<file path="src/rtl/instruction_fetch_unit.sv">
// ============================================================================
// instruction_fetch_unit : PC generation, 1-cycle imem fetch, prefetch queue
// Revision: 1.0
// ============================================================================
`default_nettype none

module instruction_fetch_unit #(
  parameter int              XLEN         = 32,
  parameter logic [XLEN-1:0] RESET_VECTOR = '0,
  parameter int              FIFO_DEPTH   = 4
) (
  input  logic            clk,
  input  logic            rst,
  input  logic            redirect_valid,
  input  logic [XLEN-1:0] redirect_pc,
  input  logic            load_mode,
  output logic            imem_req,
  output logic [XLEN-1:0] imem_addr,
  input  logic [31:0]     imem_rdata,
  output logic            out_valid,
  input  logic            out_ready,
  output logic [XLEN-1:0] out_pc,
  output logic [31:0]     out_instruction
);

  localparam int PTR_W = (FIFO_DEPTH > 1) ? $clog2(FIFO_DEPTH) : 1;
  localparam int CNT_W = PTR_W + 1;

  typedef enum logic [1:0] {
    ST_IDLE  = 2'd0,
    ST_FETCH = 2'd1,
    ST_LOAD  = 2'd2
  } state_t;

  state_t            state_q, state_d;
  logic [XLEN-1:0]   fetch_pc_q, fetch_pc_d;
  logic [XLEN-1:0]   req_pc_q, req_pc_d;
  logic              inflight_q, inflight_d;
  logic [PTR_W-1:0]  wr_ptr_q, wr_ptr_d;
  logic [PTR_W-1:0]  rd_ptr_q, rd_ptr_d;
  logic [CNT_W-1:0]  count_q, count_d;
  logic [XLEN-1:0]   pc_mem_q  [FIFO_DEPTH];
  logic [31:0]       ins_mem_q [FIFO_DEPTH];

  logic              issue;
  logic              push;
  logic              pop;
  logic [CNT_W-1:0]  occupancy;

  // Credit counts the in-flight word so a response always finds a free slot.
  assign occupancy = count_q + CNT_W'(inflight_q);
  assign issue     = (state_q == ST_FETCH) && !redirect_valid
                     && (occupancy < CNT_W'(FIFO_DEPTH));
  assign push      = inflight_q && !redirect_valid;
  assign pop       = (count_q != '0) && out_ready && !redirect_valid;

  assign imem_req        = issue;
  assign imem_addr       = fetch_pc_q;
  assign out_valid       = (count_q != '0);
  assign out_pc          = pc_mem_q[rd_ptr_q];
  assign out_instruction = ins_mem_q[rd_ptr_q];

  always_comb begin
    state_d    = state_q;
    fetch_pc_d = fetch_pc_q;
    req_pc_d   = req_pc_q;
    inflight_d = issue;
    wr_ptr_d   = wr_ptr_q;
    rd_ptr_d   = rd_ptr_q;
    count_d    = count_q;

    case (state_q)
      ST_IDLE:  state_d = load_mode ? ST_LOAD : ST_FETCH;
      ST_FETCH: if (load_mode)  state_d = ST_LOAD;
      ST_LOAD:  if (!load_mode) state_d = ST_FETCH;
      default:  state_d = ST_IDLE;
    endcase

    if (redirect_valid) begin
      fetch_pc_d = redirect_pc & ~XLEN'(3);
      wr_ptr_d   = '0;
      rd_ptr_d   = '0;
      count_d    = '0;
    end else begin
      if (issue) begin
        fetch_pc_d = fetch_pc_q + XLEN'(4);
        req_pc_d   = fetch_pc_q;
      end
      if (push) wr_ptr_d = wr_ptr_q + PTR_W'(1);
      if (pop)  rd_ptr_d = rd_ptr_q + PTR_W'(1);
      if (push && !pop)      count_d = count_q + CNT_W'(1);
      else if (pop && !push) count_d = count_q - CNT_W'(1);
    end
  end

  always_ff @(posedge clk or negedge rst) begin
    if (!rst) begin
      state_q    <= ST_IDLE;
      fetch_pc_q <= RESET_VECTOR;
      req_pc_q   <= '0;
      inflight_q <= 1'b0;
      wr_ptr_q   <= '0;
      rd_ptr_q   <= '0;
      count_q    <= '0;
    end else begin
      state_q    <= state_d;
      fetch_pc_q <= fetch_pc_d;
      req_pc_q   <= req_pc_d;
      inflight_q <= inflight_d;
      wr_ptr_q   <= wr_ptr_d;
      rd_ptr_q   <= rd_ptr_d;
      count_q    <= count_d;
    end
  end

  always_ff @(posedge clk or negedge rst) begin
    if (!rst) begin
      for (int i = 0; i < FIFO_DEPTH; i++) begin
        pc_mem_q[i]  <= '0;
        ins_mem_q[i] <= '0;
      end
    end else if (push) begin
      pc_mem_q[wr_ptr_q]  <= req_pc_q;
      ins_mem_q[wr_ptr_q] <= imem_rdata;
    end
  end

endmodule

`default_nettype wire
</file>
<file path="config.mk">
export PLATFORM = sky130hd
export DESIGN_NAME = instruction_fetch_unit
export DESIGN_NICKNAME = d
export VERILOG_FILES = /design/src/rtl/instruction_fetch_unit.sv
export SDC_FILE = /design/constraint.sdc
export NUM_CORES = 1
export LEC_CHECK = 0
export CAP_MARGIN = 10
export CORE_MARGIN = 3
export CORE_UTILIZATION = 35
export DETAILED_ROUTE_END_ITERATION = 16
export HOLD_SLACK_MARGIN = 0.02
export PLACE_DENSITY = 0.61
export SKIP_LAST_GASP = 1
export SLEW_MARGIN = 20
export SYNTH_ARGS = -nofsm -noshare
export SYNTH_HDL_FRONTEND = slang
export SYNTH_SLANG_ARGS = --single-unit
</file>
<file path="constraint.sdc">
create_clock -name clk -period 2.5 [get_ports clk]
set_input_delay 0.625 -clock clk [delete_from_list [all_inputs] [get_ports clk]]
set_output_delay 0.625 -clock clk [all_outputs]
set_load 0.01 [all_outputs]
</file>
Run 1, clock wiring as the flow saved it:
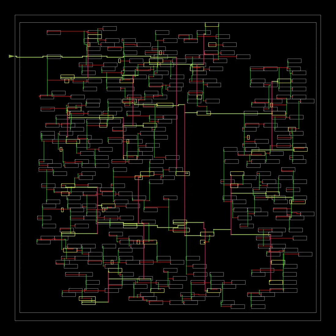
number of buffers created by CTS: 37
Fin Clk Skew: 0.0142 ns
clock network power consumption: 0.00526 W
# clock sinks: 318
number of sequential cells in the layout: 318

Run 1, met1 routing:
Scale bar: 50 microns.
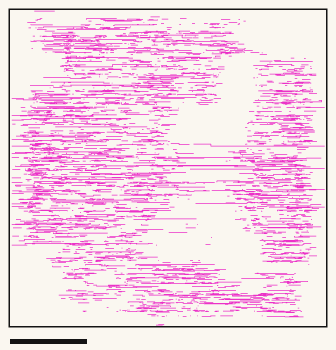
longest straight run = 74.3 microns
wire length on this layer = 15100 microns
main direction = horizontal
share of all routed wire = 46%

==> impl_metrics.ini, run 1 <==
; synthesis and place-and-route metrics
[power_and_ir_drop]
peakVddDrop_mv = 0.417
power_leader = sequential cells
power_switching_share_pct = 27.5
intPower_w = 0.0127
clock_power_share_pct = 30.0
power_switching_w = 0.00482
p_per_area_nw_per_um2 = 965
comb_cell_power_w = 0.00520
share_of_power_burned_in_registers_pct = 40.3
p_comb_share_pct = 29.7
power.leakage_nw = 8.20

[worst_setup_path]
data_arrival_time_of_the_worst_path_ns = 2.05
crit_family = buffers and inverters
reg2reg_slack_ns = 0.19
critPathCapture = out_instruction[20]
critical-path-slowest-cell = dfrtp_4
worstPathCellList = buf_12 > buf_16 > buf_4 > mux4_2 > buf_6
cp.required_ns = 1.88
timing.reg2reg.worst_path_depth = 5
path_depth = 5
setup.worst_path.start = rd_ptr_q[0]$_DFFE_PN0P_
startpoint_of_the_worst_register_to_register_path = inflight_q$_DFF_PN0_
timing.critical_path.slowest_cell_delay_ns = 0.50
worstPathMaxFanout = 7
setup.worst_path.start_class = register
endpoint_kind = primary output
critPathKind = reg2out
path_buffers = 4
crit-reg2reg-capture = ins_mem_q[95]$_DFFE_PN0P_

[synthesis]
ys.flops = 318
yosys_cells = 919
fraction_of_the_yosys_area_taken_by_sequential_cells_pct = 56.6
xor_share_pct = 2.06
summed_instance_area_of_the_synthesized_netlist_sq_um = 14000
adder_share_pct = 0.588
syn-instance-count = 919
dominantRegCellSynth = dfrtp_1
synth-simple-area-share_pct = 4.42
logic_family = multiplexers
syn_avg_cell_area_sq_um = 15.3
mux_area_share_pct = 32.4
async_reset_ff_share_pct = 100
edf_count = 0
yosys.cell_types.count = 44
synth.yosys.warnings = 0
yosysChipArea_sq_um = 14000
ys_sh_aoi_pct = 1.74

[global_routing]
number_of_global_route_vias_before_repair = 9114
pin_count_of_the_biggest_net_entering_global_routing = 60
first_pass_grt_wire_length_microns = 52800
track_usage_pct = 15.8
global_route.overflow_total = 0
number_of_antenna_violations_at_the_first_check_in_global_routing = 1

[detailed_routing]
postRouteAntennaNets = 0
routed-via-count = 8416
detail_route.wl_per_cell_microns = 19.7
drt_drc_violations_left = 0
routed_wirelength_microns = 32800
drt_iter0_markers = 453
viasPerCell = 5.05
drtPass1Iterations = 4

[final_timing]
timing_max_transition_violations_final = 0
min_period_ns = 2.67
setup_tns_ns = -5.28
top_achievable_clock_speed_mhz = 374
grt_setup_unrepaired = yes
finalClockPeriodUsage_pct = 107
timing_hold_violations_final = 0
worst_slew_pin_slew_ns = 0.842
timing.final.ws_setup_ns = -0.172
relSlewSlack_pct = 43.8
report.final.setup_viol = 61

[layout]
n_antenna_cell = 0
finish.net_count = 1202
layout.cells.most_common = dfrtp_1
synthToLayoutAreaGrowth_pct = 29.2
post_route_cells_drive_above_1_share_pct = 46.9
design_area_sq_um = 18100
layout.cells.most_common_list = dfrtp_1, mux2_2, clkdlybuf4s50_1, mux4_2, buf_6

[die]
core_area_sq_um = 39200
die-area_sq_um = 42600
fp.dieH_microns = 206
core_util_floorplan_pct = 35.8
io_pins = 167
placement_rows = 72
die.size.x_microns = 206

[placed_design]
gp_congestion = 0.735
number_of_input_and_output_port_buffers_inserted = 160
dpl-instance-area_sq_um = 16700
half_perimeter_wire_length_after_placement_microns = 21100
pre_cts_slack_ns = -0.0714

[job]
tool_warnings = 33
max_cap_violations = 0

[cts]
clkLatencyLatePin_ns = 0.52
cts.path.max_buffers = 3
tritoncts = built
clk_root_buffer_cell = clkbuf_16
ctsHoldBuffers = 0
htreeDepth = 2
clk_pin_slew_worst_paths_ns = 0.06

[hold_path]
hold_crit_path_type = in2async

[run_status]
violations = negative setup slack
status = finished, violations left
Run 1, sequential cells coloured by netlist name:
Scale bar: 50 microns. Other sequential cells in the stronger grey, the rest of the logic in the fainter grey.
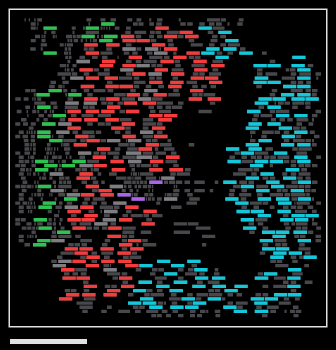
`ins_mem_q` -> cyan  # placed flops 128
`pc_mem_q` -> red  # placed flops 120
`count_q` -> purple  # placed flops 3
`imem_addr` -> green  # placed flops 30, where a vertical strip on the left
final core utilization: 46.3%
flip-flop and latch area: 7970 sq um
reported sequential group power: 0.00705 W
flip-flop and latch share of the layout cell area: 43.9%

Run 1, close-up of the layout:
Scale bar: 20 microns. Window x 78 to 128, y 119 to 169 microns. Cells in grey, sequential cells in the stronger grey; small squares are vias.
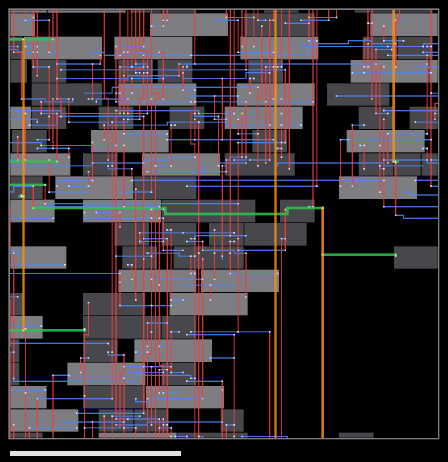
M1 -> blue
M4 -> orange
M2 -> red
M3 -> green
netlist names of flops here include = `pc_mem_q` (20), `req_pc_q` (5)
sequential cells in the window = 25
cells with their middle in the window = 64
most frequent = dfrtp_1 (25), mux2_2 (24), buf_12 (5)

[run 1: synth_stat cells (5+ instances only)]
library cell  number  area, sq um
dfrtp_1          318         7960
mux2_2           279         3140
mux4_2            62         1400
nand2_1           42          158
clkbuf_1          37          139
xnor2_1           26          228
o21ai_1           17         85.1
nor2_1            12         45.0
buf_2             11         55.1
inv_1             11         41.3
o21ai_0           11         55.1
nand4_1            9         56.3
nand3_1            8         40.0
nor4_2             8          100
nor3_1             7         35.0
xor2_1             7         61.3
ha_1               5         62.6
[run 1: timing repair]
action                     in CTS  in global routing
pin swaps                       1                  1
gates cloned                    3                  0
setup endpoints to repair      64                 63
resized                       308                 26
buffers inserted               11                  6
[run 1: final cells by class]
cell class / count / area, sq um
inverter: 11 / 41.3
sequential: 318 / 7970
fill: 3512 / 21000
tap: 518 / 648
clock inverter: 7 / 120
timing repair buffer: 223 / 2470
multi-input combinational: 536 / 5850
clock buffer: 55 / 1050
[run 1: layer usage]
metal / routed length [microns] / track usage (%) / share of wire, % / vias up
li1: - / - / - / 3787
met1: 15100 / 22.2 / 46 / 4395
met2: 15500 / 25.6 / 47 / 183
met3: 1650 / 3.28 / 5.0 / 49
met4: 598 / 3.54 / 1.8 / 2
met5: 8 / 0 / 0.024 / -
[run 1: metrics by stage]
step                      hold WS, ns  instances  total power, W  utilization (%)
after floorplan                 0.329        922         0.00954                -
after global placement          0.445       1588          0.0120             42.5
after detailed placement        0.454       1588          0.0121             42.5
after CTS                      0.0574       1664          0.0176             46.0
after global routing           0.0750       1668          0.0185             46.3
final                          0.0625       1668          0.0175             46.3
[run 1: registers in the layout, summed over array words and instances (netlist names)]
signal and count:
ins_mem_q 128, rd_ptr_q 2, req_pc_q 30, count_q 3
state_q 2, wr_ptr_q 2, inflight_q 1, imem_addr 30
pc_mem_q 120
==> run 2: changes to the inputs <==
MAX_ROUTING_LAYER = met4   (was not set)
Run 2, sequential cells coloured by netlist name:
Scale bar: 50 microns. Other sequential cells in the stronger grey, the rest of the logic in the fainter grey.
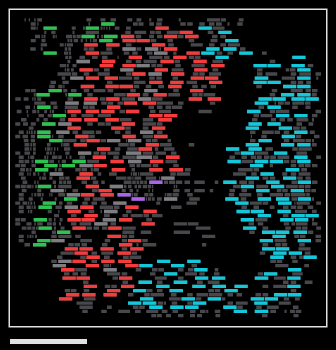
`count_q` -> purple  # placed flops 3
`ins_mem_q` -> cyan  # placed flops 128
`imem_addr` -> green  # placed flops 30, where a vertical strip on the left
`pc_mem_q` -> red  # placed flops 120

==> impl_metrics.ini, run 2 <==
; synthesis and place-and-route metrics
[synthesis]
edf_count = 0
ys.flops = 318
synth.yosys.warnings = 0
syn_avg_cell_area_sq_um = 15.3
top_cells_by_area = dfrtp_1, mux2_2, mux4_2
syn-instance-count = 919
async_reset_ff_share_pct = 100
synth_top_cell_by_area = dfrtp_1

[global_routing]
first_pass_grt_wire_length_microns = 52900
pin_count_of_the_biggest_net_entering_global_routing = 60
number_of_antenna_violations_at_the_first_check_in_global_routing = 1
track_usage_pct = 16.3

[layout]
area_share_clock_buf_inv_pct = 6.47
instances_no_fill = 1669
final.signal_buffer_count = 223
final.clkbuf_count = 55
post_route_cells_drive_above_1_share_pct = 46.9
layout.filler_cells = 3512
reg_top3 = ins_mem_q: 128 flops, pc_mem_q: 120 flops
seq-cell-share_pct = 43.9
flop-count = 318
largest_register_ff_count = 128
layout.cells.most_common = dfrtp_1
top_register_by_number_of_flip_flops = ins_mem_q
final-seq-area_sq_um = 7970
comb_area_share_pct = 32.2
layout.non_clock_inverters = 11
logic_gate_count = 536

[power_and_ir_drop]
power_switching_w = 0.00482
share_of_power_burned_in_registers_pct = 40.3
clock_power_share_pct = 30.0
power.leakage_nw = 8.20

[placed_design]
number_of_input_and_output_port_buffers_inserted = 160

[run_status]
violations = negative setup slack
status = finished, violations left

[die]
placement_rows = 72
core_area_sq_um = 39200
core_util_floorplan_pct = 35.8
io_pins = 167

[hold_path]
hold_crit_path_type = in2async

[detailed_routing]
met3RoutedLength_microns = 1460
drt_drc_violations_left = 0
wl_met1_microns = 15300
routed_wirelength_microns = 32800
drt_iter0_markers = 416
viasPerCell = 5.04
route.top_layer_used = met4

[worst_setup_path]
path_buffers = 4
worstPathCellList = buf_12 > buf_16 > buf_4 > mux4_2 > buf_6
crit_family = buffers and inverters
reg2reg_slack_ns = 0.19
critPathKind = reg2out
endpoint_kind = primary output
critical-path-slowest-cell = dfrtp_4

[final_timing]
timing_hold_violations_final = 0
report.final.setup_viol = 61
timing.final.ws_setup_ns = -0.178
finalClockPeriodUsage_pct = 107
relSlewSlack_pct = 43.8
fin_worst_skew_ns = 0.0141
min_period_ns = 2.68

[cts]
clock_sinks = 318
clk_pin_slew_worst_paths_ns = 0.06
post_cts_resized = 308
cts_setup_buffers = 11

[job]
max_cap_violations = 0
==> run 2: cell counts after synthesis <==
Identical to the previous run, type by type.
==> run 2: metal layers <==
metal	track usage [%]	up-vias
met2	25.5	161
met1	22.4	4407
met4	3.54	0
met3	3.09	49
li1	-	3789
met5	-	-
==> run 2: final timing paths <==
| path | start | endpoint | depth (start not counted) |
|---|---|---|---|
| worst min register to register | state_q[1]$_DFFE_PN0P_ | state_q[0]$_DFFE_PN0P_ | 1 |
| worst max-delay path | rd_ptr_q[0]$_DFFE_PN0P_ | out_instruction[20] | 5 |
| min in group clk | state_q[1]$_DFFE_PN0P_ | state_q[0]$_DFFE_PN0P_ | 1 |
| worst min-delay path | rst | ins_mem_q[117]$_DFFE_PN0P_ | 1 |
| worst max register to register | inflight_q$_DFF_PN0_ | ins_mem_q[95]$_DFFE_PN0P_ | 5 |
| max in group asynchronous | rst | pc_mem_q[108]$_DFFE_PN0P_ | 2 |
==> run 2: metrics by stage <==
step	hold slack (ns)	total power, W	setup WS [ns]
after floorplan	0.329	0.00954	0.262
after global placement	0.445	0.0120	-0.0545
after detailed placement	0.454	0.0121	-0.0714
after CTS	0.0574	0.0176	-0.207
after global routing	0.0750	0.0185	-0.233
final	0.0617	0.0175	-0.178
==> run 2: power by group through the flow <==
stage	clock [W]	sequential (W)	combinational [W]
floorplan	0	0.00686	0.00268
global placement	0	0.00711	0.00485
detailed placement	0	0.00716	0.00492
CTS	0.00546	0.00705	0.00512
global route	0.00565	0.00722	0.00559
finish	0.00526	0.00705	0.00520
==> run 2: logic make-up after synthesis <==
group | synth area share, %
xor+xnor | 2.06
buf+inv | 2.08
compound gates | 1.74
other cells | 0.0267
fa+ha+maj | 0.588
simple gates | 4.42
flops | 56.6
mux | 32.4
Power and IR drop assume default switching activity.
